## src/rtl/mc_ctrl_if.sv

```systemverilog
// Control/status bundle between mc_ctrl (master) and the R-type datapath (slave).
interface mc_ctrl_if;
    logic        run;
    logic        imem_ack;
    logic [5:0]  op;
    logic [5:0]  funct;
    logic [4:0]  rd;
    logic        imem_req;
    logic        ir_we;
    logic        pc_we;
    logic        reg_write;
    logic [2:0]  aluop;
    logic        busy;
    logic        trap;
    logic [1:0]  trap_cause;
    logic [31:0] instret;
    logic [31:0] cycles;

    modport master (
        input  run, imem_ack, op, funct, rd,
        output imem_req, ir_we, pc_we, reg_write, aluop, busy, trap, trap_cause, instret, cycles
    );

    modport slave (
        output run, imem_ack, op, funct, rd,
        input  imem_req, ir_we, pc_we, reg_write, aluop, busy, trap, trap_cause, instret, cycles
    );
endinterface

```

## src/rtl/mc_ctrl.sv

```systemverilog
// mc_ctrl: multi-cycle FETCH/DECODE/EXEC/WB sequencer; MC_CTRL_PERF_EN adds instret/cycles counters.
// Latency: 4 cycles per instruction plus one per fetch wait state; imem_ack stalls FETCH, run gates new fetches.
module mc_ctrl #(
    parameter logic [7:0] TIMEOUT = 8'd255
) (
    input logic    clock,
    input logic    reset,
    mc_ctrl_if.master bus
);
    typedef enum logic [2:0] {
        S_IDLE, S_FETCH, S_DECODE, S_EXEC, S_WB, S_TRAP
    } state_t;

    state_t     state;
    logic [7:0] wait_cnt;
    logic [2:0] aluop_q;
    logic [1:0] cause_q;
    logic       legal;
    logic       timeout_hit;
    logic       busy_w;

    always_comb begin
        legal = 1'b0;
        if (bus.op == 6'b000000) begin
            case (bus.funct)
                6'b100000, 6'b100001, 6'b101010,
                6'b100011, 6'b100100, 6'b100101: legal = 1'b1;
                default:                         legal = 1'b0;
            endcase
        end
    end

    // The current FETCH cycle is the TIMEOUT-th one once wait_cnt+1 reaches it.
    assign timeout_hit = (TIMEOUT != 8'd0) &&
                         (({1'b0, wait_cnt} + 9'd1) == {1'b0, TIMEOUT});

    always_ff @(posedge clock) begin
        if (!reset) begin
            state    <= S_IDLE;
            wait_cnt <= 8'd0;
            aluop_q  <= 3'b000;
            cause_q  <= 2'b00;
        end else begin
            case (state)
                S_IDLE: begin
                    if (bus.run) begin
                        state    <= S_FETCH;
                        wait_cnt <= 8'd0;
                    end
                end
                S_FETCH: begin
                    if (bus.imem_ack) begin
                        state <= S_DECODE;
                    end else if (timeout_hit) begin
                        state   <= S_TRAP;
                        cause_q <= 2'b10;
                    end else begin
                        wait_cnt <= wait_cnt + 8'd1;
                    end
                end
                S_DECODE: begin
                    if (legal) begin
                        aluop_q <= bus.funct[2:0];
                        state   <= S_EXEC;
                    end else begin
                        state   <= S_TRAP;
                        cause_q <= 2'b01;
                    end
                end
                S_EXEC: state <= S_WB;
                S_WB: begin
                    if (bus.run) begin
                        state    <= S_FETCH;
                        wait_cnt <= 8'd0;
                    end else begin
                        state <= S_IDLE;
                    end
                end
                S_TRAP:  state <= S_TRAP;
                default: state <= S_IDLE;
            endcase
        end
    end

    assign busy_w         = (state != S_IDLE) && (state != S_TRAP);
    assign bus.busy       = busy_w;
    assign bus.imem_req   = (state == S_FETCH);
    assign bus.ir_we      = (state == S_FETCH) && bus.imem_ack;
    assign bus.pc_we      = (state == S_WB);
    assign bus.reg_write  = (state == S_WB) && (bus.rd != 5'd0);
    assign bus.aluop      = aluop_q;
    assign bus.trap       = (state == S_TRAP);
    assign bus.trap_cause = cause_q;

`ifdef MC_CTRL_PERF_EN
    logic [31:0] instret_q;
    logic [31:0] cycles_q;

    always_ff @(posedge clock) begin
        if (!reset) begin
            instret_q <= 32'd0;
            cycles_q  <= 32'd0;
        end else begin
            if (state == S_WB) instret_q <= instret_q + 32'd1;
            if (busy_w)        cycles_q  <= cycles_q + 32'd1;
        end
    end

    assign bus.instret = instret_q;
    assign bus.cycles  = cycles_q;
`else
    assign bus.instret = 32'd0;
    assign bus.cycles  = 32'd0;
`endif
endmodule

```

## src/flat_wrapper.sv

```systemverilog
// flat-port wrapper written by rule: the top's interface ports become plain ports
module mc_ctrl_flat 
#(
    parameter logic [7:0] TIMEOUT = 8'd255
)
  (clock, reset, bus_run, bus_imem_ack, bus_op, bus_funct, bus_rd, bus_imem_req, bus_ir_we, bus_pc_we, bus_reg_write, bus_aluop, bus_busy, bus_trap, bus_trap_cause, bus_instret, bus_cycles);
  mc_ctrl_if bus_i ();
  input logic clock;
  input logic reset;
  input wire logic [$bits(bus_i.run)-1:0] bus_run;
  input wire logic [$bits(bus_i.imem_ack)-1:0] bus_imem_ack;
  input wire logic [$bits(bus_i.op)-1:0] bus_op;
  input wire logic [$bits(bus_i.funct)-1:0] bus_funct;
  input wire logic [$bits(bus_i.rd)-1:0] bus_rd;
  output wire logic [$bits(bus_i.imem_req)-1:0] bus_imem_req;
  output wire logic [$bits(bus_i.ir_we)-1:0] bus_ir_we;
  output wire logic [$bits(bus_i.pc_we)-1:0] bus_pc_we;
  output wire logic [$bits(bus_i.reg_write)-1:0] bus_reg_write;
  output wire logic [$bits(bus_i.aluop)-1:0] bus_aluop;
  output wire logic [$bits(bus_i.busy)-1:0] bus_busy;
  output wire logic [$bits(bus_i.trap)-1:0] bus_trap;
  output wire logic [$bits(bus_i.trap_cause)-1:0] bus_trap_cause;
  output wire logic [$bits(bus_i.instret)-1:0] bus_instret;
  output wire logic [$bits(bus_i.cycles)-1:0] bus_cycles;
  assign bus_i.run = bus_run;
  assign bus_i.imem_ack = bus_imem_ack;
  assign bus_i.op = bus_op;
  assign bus_i.funct = bus_funct;
  assign bus_i.rd = bus_rd;
  assign bus_imem_req = bus_i.imem_req;
  assign bus_ir_we = bus_i.ir_we;
  assign bus_pc_we = bus_i.pc_we;
  assign bus_reg_write = bus_i.reg_write;
  assign bus_aluop = bus_i.aluop;
  assign bus_busy = bus_i.busy;
  assign bus_trap = bus_i.trap;
  assign bus_trap_cause = bus_i.trap_cause;
  assign bus_instret = bus_i.instret;
  assign bus_cycles = bus_i.cycles;
  mc_ctrl #(.TIMEOUT(TIMEOUT)) u_core (.clock(clock), .reset(reset), .bus(bus_i));
endmodule
```

## config.mk

```make
export PLATFORM = sky130hd
export DESIGN_NAME = mc_ctrl_flat
export DESIGN_NICKNAME = d
export VERILOG_FILES = /design/src/rtl/mc_ctrl_if.sv /design/src/rtl/mc_ctrl.sv /design/src/flat_wrapper.sv
export SDC_FILE = /design/constraint.sdc
export NUM_CORES = 1
export LEC_CHECK = 0
export ABC_CLOCK_PERIOD_IN_PS = 1550
export CAP_MARGIN = 25
export CORE_MARGIN = 8
export CORE_UTILIZATION = 34
export CTS_BUF_LIST = sky130_fd_sc_hd__clkbuf_4 sky130_fd_sc_hd__clkbuf_8
export DETAILED_ROUTE_END_ITERATION = 7
export PLACE_DENSITY = 0.79
export SLEW_MARGIN = 40
export SYNTH_ARGS = -nofsm -noshare
export SYNTH_HDL_FRONTEND = slang
export SYNTH_SLANG_ARGS = --single-unit
```

## constraint.sdc

```tcl
create_clock -name clock -period 1.55 [get_ports clock]
set_clock_uncertainty 0.05 [all_clocks]
set_input_delay 0.2325 -clock clock [delete_from_list [all_inputs] [get_ports clock]]
set_output_delay 0.2325 -clock clock [all_outputs]
set_load 0.05 [all_outputs]
```

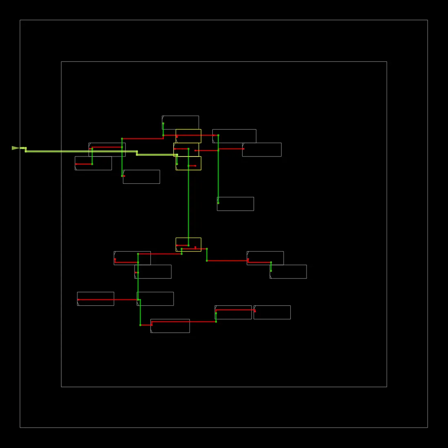
**Above:** run 1 (clock wiring as the flow saved it).
P_clk: 372 uW
Latency at later pin: 0.25 ns
clkbuf count: 4
Seq cells: 16
# clock sinks: 16

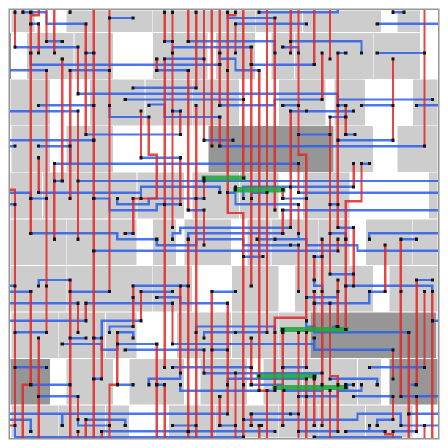
**Above:** run 1 (close-up of the layout).
Region (28, 28) to (53, 53) um. Cells in gray, sequential cells in the stronger gray; small squares are vias.
Key: M3 = green; M2 = red; M1 = blue
58 logic cells have their middle in the window. Most frequent: buf_4 (19), nand2_1 (5), o211ai_1 (3). Netlist names of flops here include `u_core.wait_cnt` (2). Sequential cells in the window: 2.

==> results.yml, run 1 <==
# physical design summary
logic_synthesis:
  top_cells_by_count: "buf_4, nand2_1, dfxtp_1"
  synth.distinct_cells: 48
  async_flop_share_pct: 0
  synth_top_area_share_pct: 32.65
  synthTopLogicFamily: "buffers and inverters"
  ys_ff: 16
  xor_area_share_pct: 2.381
run:
  drv_cap: 0
grt:
  grt_pass1_vias: 1321
  grt_max_degree: 13
  grtUsageTotal_pct: 11.31
  antenna_found_initial: 0
final_layout:
  largest_reg_flops: 8
  final_cells: 300
  finalNetCount: 272
  area_growth_pct: 45.92
  final_cell_area_um2: 2147
timing:
  rsz0062_at_grt: "true"
  setup_violations: 13
  slew_viol_final: 0
  worst_slack_ns: -0.1808
  finalHoldViolCount: 0
  holdWs_ns: 0.4164
setup_path:
  r2r_end: "u_core.state[2]$_SDFFE_PN0P_"
  cp-end-kind: "output port"
  arrival_ns: 1.45
  cp-endpoint: "bus_ir_we"
  crit_chain: "or3b_4 -> buf_6 -> clkinvlp_4 -> and2_4 -> buf_12"
clock_network:
  cts_tree: "built"
  clockRootBuffer: "clkbuf_8"
  cts_resized: 29
status:
  run_status: "complete, but fails checks"
  violations: "negative setup slack"
pwr:
  p_comb_share_pct: 47.3
  internal-power_uw: 842.3
  ir_drop_mv: 0.5081
hold_path:
  hold_start: "u_core.bus.aluop[2]$_SDFFE_PN0P_"
  hold_path_end: "u_core.bus.aluop[2]$_SDFFE_PN0P_"
route:
  met3_length_um: 365
placement:
  gp_congestion: 0.8369
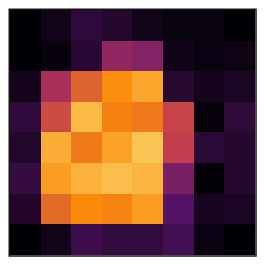
**Above:** run 1 (placement density heat map).
(3 px per um) The die is cut into 8 by 8 equal tiles; black is low, pale yellow is high, 0 to 100% covered.
The emptiest ninth of the die: top right. The fullest tile reaches 87%. The mean over all tiles is 31%. 11% of the tiles are nearly empty.
core area: 4264 um^2
Core Util at FP: 34.51%
final core utilization: 50.35%

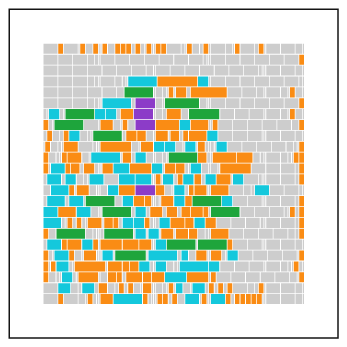
**Above:** run 1 (placed cells, one color a class).
(4 px per um) Fill, decap, tap and diode cells in gray.
Key: remaining buffers and delay cells = cyan [cells 69]; registers = green [cells 16]; clock drivers and dummy loads = purple [cells 4]; remaining logic cells = orange [cells 159]

## run 1: cells in the final DEF, fill, tap and decap left out, types with 2 or more instances in the layout
cell             count
dfxtp_1             13
nor2b_1              3
conb_1              64
nand3_1              2
and3_1               3
o21ai_2              2
o31ai_2              2
nor2_2               2
nand2b_1             2
buf_12               6
nor4_4               3
dlygate4sd2_1        4
and2_1               2
buf_2                2
a21oi_2              2
dlymetal6s2s_1       3
inv_1                2
clkdlybuf4s15_1      2
mux2i_1              4
clkbuf_8             4
buf_6                3
and2_4               2
dfxtp_2              2
o211ai_1             4
buf_4               39
nand2_1             18
clkdlybuf4s50_1      9
## run 1: layout make-up
class	instances	area share, %
tap	52	3.030
timing repair buffer	69	30.48
multi-input combinational	155	47.84
sequential	16	15.21
inverter	4	0.8741
clock buffer	4	2.564
**Run 1: clock wires, drivers and flops**

(6 px per um)
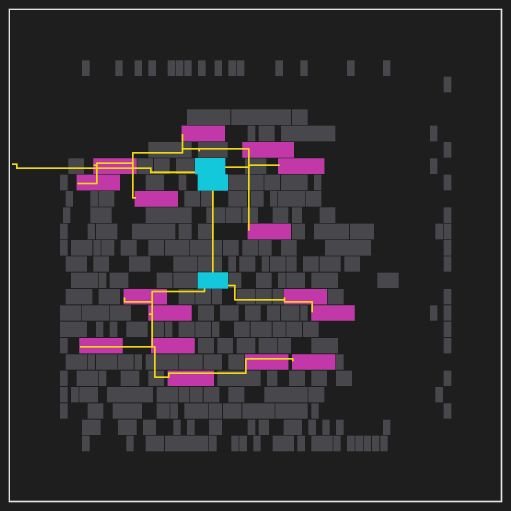

==> run 2, diff against run 1 <==
- CORE_ASPECT_RATIO: unset -> 0.75
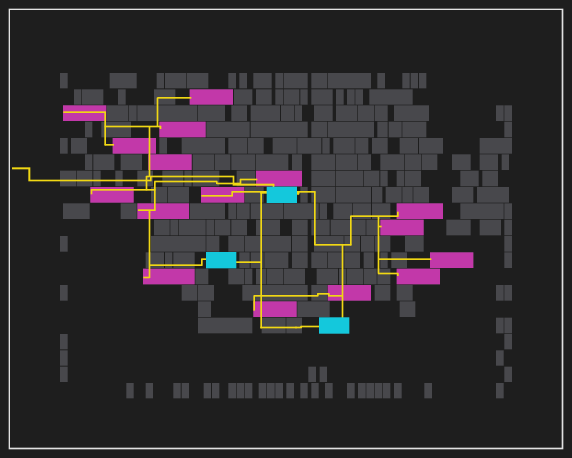
**Above:** run 2 (clock wires, drivers and flops).
(6 px per um)
Key: flip-flops = magenta [count 16]; clock wires = yellow [length 308 um]; clock-net drivers = cyan [count 3]
There are 4 routed clock nets.
P_clk: 404 uW
clock power share: 25.3%
Latency at later pin: 0.26 ns

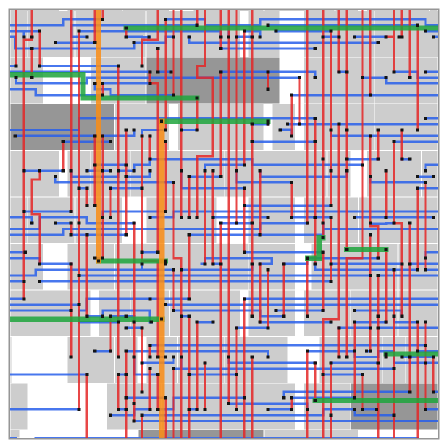
**Above:** run 2 (close-up of the layout).
Region (33, 24) to (58, 49) um. Cells in gray, sequential cells in the stronger gray; small squares are vias.

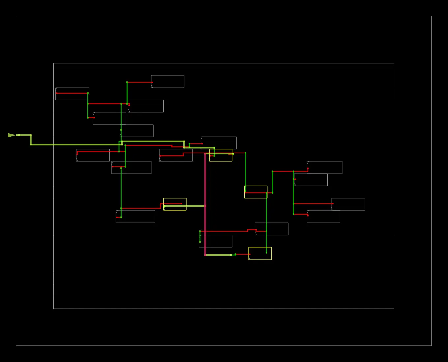
**Above:** run 2 (clock wiring as the flow saved it).
total CTS buffers: 3

==> run 2 against run 1 <==
Count of clock-buffer cells in the layout is the same. First-iteration DRC count grew 59%. Wire length increased by 18%. Maximum frequency fell by 2.8%. Flip-flop count is the same. Synthesized cell count did not move. Synthesized area stayed put. Non-clock buffer count grew 1. Setup slack worse by 0.051 ns. The flow still finishes with violations (negative setup slack).
==> results.yml, run 2 <==
# physical design summary
final_layout:
  seq_area_share_pct: 14.73
  largest_reg_flops: 8
  sh_comb_area_pct: 49.08
  nClkBuffers: 4
  nNonClkInverters: 4
  largest_cell_class: "multi-input combinational cells"
  nonClkBufAreaFrac_pct: 29.74
timing:
  worst_slack_ns: -0.2314
  setup_violations: 19
  rsz0062_at_grt: "true"
grt:
  grtUsageTotal_pct: 12.49
  antenna_found_initial: 0
  grt_max_degree: 18
logic_synthesis:
  synth.distinct_cells: 48
  async_flop_share_pct: 0
  top_cells_by_count: "buf_4, nand2_1, dfxtp_1"
  synth_top_area_share_pct: 32.65
setup_path:
  cp-endpoint: "bus_ir_we"
  cp-end-kind: "output port"
  r2r_end: "u_core.wait_cnt[4]$_SDFFE_PN0P_"
hold_path:
  hold_path_end: "u_core.bus.aluop[0]$_SDFFE_PN0P_"
die:
  fp_util_pct: 35.85
status:
  violations: "negative setup slack"
  run_status: "complete, but fails checks"
pwr:
  ir_drop_mv: 0.2758
  internal-power_uw: 860.8
run:
  drv_cap: 0
-- run 2: metrics by stage --
stage	total power (uW)	util [%]	instances
6_report	1599	54.85	304
5_1_grt	1654	54.85	304
4_1_cts	1523	50.52	298
3_5_place_dp	1102	45.88	290
3_3_place_gp	1096	45.88	290
2_1_floorplan	1044	-	243
-- run 2: routing by layer --
| metal | up-vias | part of all wire [%] | global-route usage [%] |
|---|---|---|---|
| met2 | 52 | 50 | 21.68 |
| li1 | 638 | - | - |
| met3 | 5 | 7.3 | 4.214 |
| met4 | 0 | 0.91 | 2.135 |
| met1 | 669 | 41 | 14.73 |
| met5 | - | 0 | 0 |
Power figures rest on the tool's default switching activity, not on a simulated workload.
